==> config.mk <==
export PLATFORM = sky130hd
export DESIGN_NAME = seq_detector_param
export DESIGN_NICKNAME = d
export VERILOG_FILES = /design/src/rtl/seq_det_pkg.sv /design/src/rtl/sat_counter.sv /design/src/rtl/seq_detector_param.sv
export SDC_FILE = /design/constraint.sdc
export NUM_CORES = 1
export LEC_CHECK = 0
export ABC_CLOCK_PERIOD_IN_PS = 2000
export CAP_MARGIN = 25
export CORE_UTILIZATION = 49
export DETAILED_ROUTE_END_ITERATION = 8
export PLACE_DENSITY = 0.74
export SETUP_SLACK_MARGIN = 0.4
export SLEW_MARGIN = 20
export SYNTH_ARGS = -nofsm -noshare
export SYNTH_HDL_FRONTEND = slang
export SYNTH_SLANG_ARGS = --single-unit
==> constraint.sdc <==
create_clock -name clk -period 2 [get_ports clk]
set_input_delay 0.3 -clock clk [delete_from_list [all_inputs] [get_ports clk]]
set_output_delay 0.3 -clock clk [all_outputs]
set_load 0.01 [all_outputs]
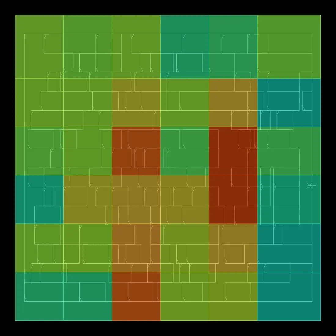
**Above:** routing congestion map.
M1 GR Usage: 26.4%
grt met3 use: 5.00%
post-layout util: 70.9%
busiest grt layer: met2

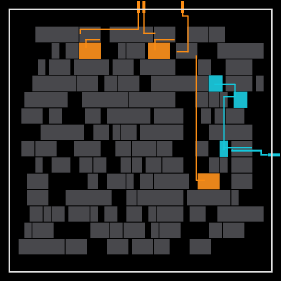
**Above:** port wiring.
Scale: 6 px per micron.
Key: en = cyan [bits 1, direction input, end cells 3, wire 27.8 microns]; pat_in = orange [bits 3, direction input, end cells 3, wire 58.7 microns]
I/O Pins: 17
IO buf count: 16

==> results.py <==
# Metrics from the implementation run
metrics = {
    "outcome": {
        "outcome": "complete, but fails checks",
        "violations": "DRC",
    },
    "cells_and_area": {
        "nFillCells": 134,
        "area_growth_pct": 30.8,
        "largest_register_ffs": 8,
        "num-nets-final": 122,
        "drive_gt1_share_pct": 20.9,
        "lay_top_cells": "clkdlybuf4s50_1, nand2_1, mux2i_1",
        "lay_top_count": "clkdlybuf4s50_1",
        "n_antenna_cell": 0,
    },
    "pwr": {
        "switchingPower_uw": 149,
        "total_power_uw": 623,
        "vdd_drop_max_mv": 0.520,
        "leakage_uw": 0.000431,
        "power_frac_comb_pct": 10.7,
        "power_density_nw_per_um2": 564,
        "power.internal_uw": 474,
        "pwr-share-seq_pct": 53.6,
        "switching_share_pct": 24.0,
        "clkPwrFrac_pct": 35.7,
    },
    "clocking": {
        "post_cts_resized": 4,
        "numCtsBuffers": 3,
        "clkSinkCount": 16,
        "clk_latency_ps": 290,
        "clock_path_buffers": 2,
        "clkTransAtPathRegs_ps": 100,
        "tritoncts": "done",
        "htreeDepth": 1,
        "cts_root_buffer": "clkbuf_4",
        "postCtsHoldBufs": 0,
        "cts_setup_buffers": 0,
    },
    "floorplan": {
        "placementRows": 14,
        "core_sq_um": 1560,
        "dieArea_sq_um": 1890,
        "die_y_microns": 43.5,
        "die_w_microns": 43.5,
        "fp-utilization_pct": 54.2,
    },
    "hold_path": {
        "min_path_cells": 2,
        "hold_path.class": "register to register",
    },
    "final_timing": {
        "finalHoldViolations": 0,
        "finalSetupViolations": 0,
        "slew_violations": 0,
        "fin_crit_ps": 1560,
        "tns_ps": 0,
        "worst_pin_slew_ps": 356,
        "grt_setup_unrepaired": "true",
        "fin_skew_ps": 2.06,
        "clock.fmax_mhz": 641,
        "timing.final.crit_share_pct": 78.0,
        "slew_headroom_pct": 75.9,
    },
    "drt": {
        "drc_errors": 2,
        "drt_wl_total_microns": 1650,
        "vias": 663,
        "wire_per_inst_microns": 13.1,
        "dr.pass1.iters": 6,
        "viasPerCell": 5.26,
        "drtIter0Drc": 7,
        "antenna_left": 0,
    },
    "grt": {
        "overflow": 0,
        "grt_pass1_wl_microns": 2590,
        "grt_max_degree": 14,
        "antenna_found_initial": 0,
        "grt_pass1_vias": 570,
        "groute.usage.overall_pct": 19.3,
    },
    "critical_path": {
        "crit_path_end_kind": "register",
        "cp-start-kind": "register",
        "critical_path_peak_fanout": 7,
        "cp.arrival_ps": 1790,
        "reg2reg_depth": 6,
        "r2r_slack_ps": 440,
        "required_ps": 2230,
        "criticalPathCategory": "register to register",
    },
    "yosys": {
        "syn_nets": 99,
        "edf_count": 0,
        "ys_warn_count": 0,
        "syn-mean-instance-area_sq_um": 9.60,
        "postSynthSeqShare_pct": 37.9,
        "ys_area_sq_um": 845,
        "synth_cells": 88,
        "ys.flops": 16,
        "ys_cells": 88,
        "async_flop_share_pct": 0,
        "syn-cell-area_sq_um": 845,
        "yosysUniqueCellTypes": 24,
        "synth-main-ff-cell": "dfxtp_1",
    },
    "job": {
        "cap_violations": 0,
        "warnings": 28,
    },
    "placement": {
        "dp_hpwl_microns": 1240,
        "globalplace.congestion": 0.785,
    },
}
==> stage by stage <==
step	cells	cell area [sq um]	hold WS, ps	setup WS [ps]
after floorplan	88	845	428	447
after global placement	122	1050	450	83.1
after detailed placement	122	1050	454	35.7
after CTS	126	1090	469	409
after global routing	126	1100	489	341
final	126	1100	464	440
==> cell usage after synthesis, types with 2 or more instances <==
library cell | instances | area share (%)
a21oi_1 | 3 | 1.8
and4_1 | 2 | 2.1
clkbuf_1 | 3 | 1.3
dfxtp_1 | 16 | 38
ha_1 | 3 | 4.4
inv_1 | 3 | 1.3
mux2i_1 | 11 | 13
nand2_1 | 13 | 5.8
nand2b_1 | 8 | 5.9
nand3_1 | 2 | 1.2
nor2b_1 | 4 | 3.0
nor3_1 | 2 | 1.2
nor4_1 | 3 | 2.2
o211a_1 | 2 | 2.4
or4_1 | 2 | 1.8
xnor2_2 | 3 | 5.8
==> routing by layer <==
layer | global-route usage [%] | share of wire [%] | vias to the layer above
li1 | - | - | 354
met1 | 26.4 | 50 | 295
met2 | 28.2 | 45 | 10
met3 | 5.00 | 3.1 | 4
met4 | 9.38 | 1.9 | 0
met5 | 0 | 0 | -
==> critical path, cell delays in order (launching register included) <==
cell and delay (ps):
dfxtp_1 340, inv_1 60, ha_1 190, o2111ai_4 130, buf_4 190, nor4_1 360
mux2i_1 220
==> cells by family (layout without fill, tap and decap cells) <==
group                      count (synthesis)  count (layout)  synth area share (%)
adders and majority gates                  3               3                  4.44
and+or+nand+nor                           40              40                  26.4
buffers and inverters                      6              28                  2.67
AOI/OAI and AO/OA                          8               8                  8.74
muxes                                     11              11                  13.0
DFF                                       16              16                  37.9
xor gates and xnor gates                   4               4                  6.82
==> power groups by stage <==
stage                     clock network (uW)  registers [uW]  logic (uW)
after global placement                     0             340        65.4
after floorplan                            0             339        40.5
after detailed placement                   0             341        66.7
after CTS                                227             334        66.5
after global routing                     244             335        73.1
final                                    222             334        66.9
==> layout make-up <==
class | count | area [sq um] | share of cell area (%)
timing repair buffer | 21 | 196 | 17.8
inverter | 3 | 11.3 | 1.02
multi-input combinational | 66 | 512 | 46.3
sequential | 16 | 329 | 29.8
clock buffer | 4 | 36.3 | 3.28
tap | 16 | 20.0 | 1.81
Power and IR drop assume default switching activity.
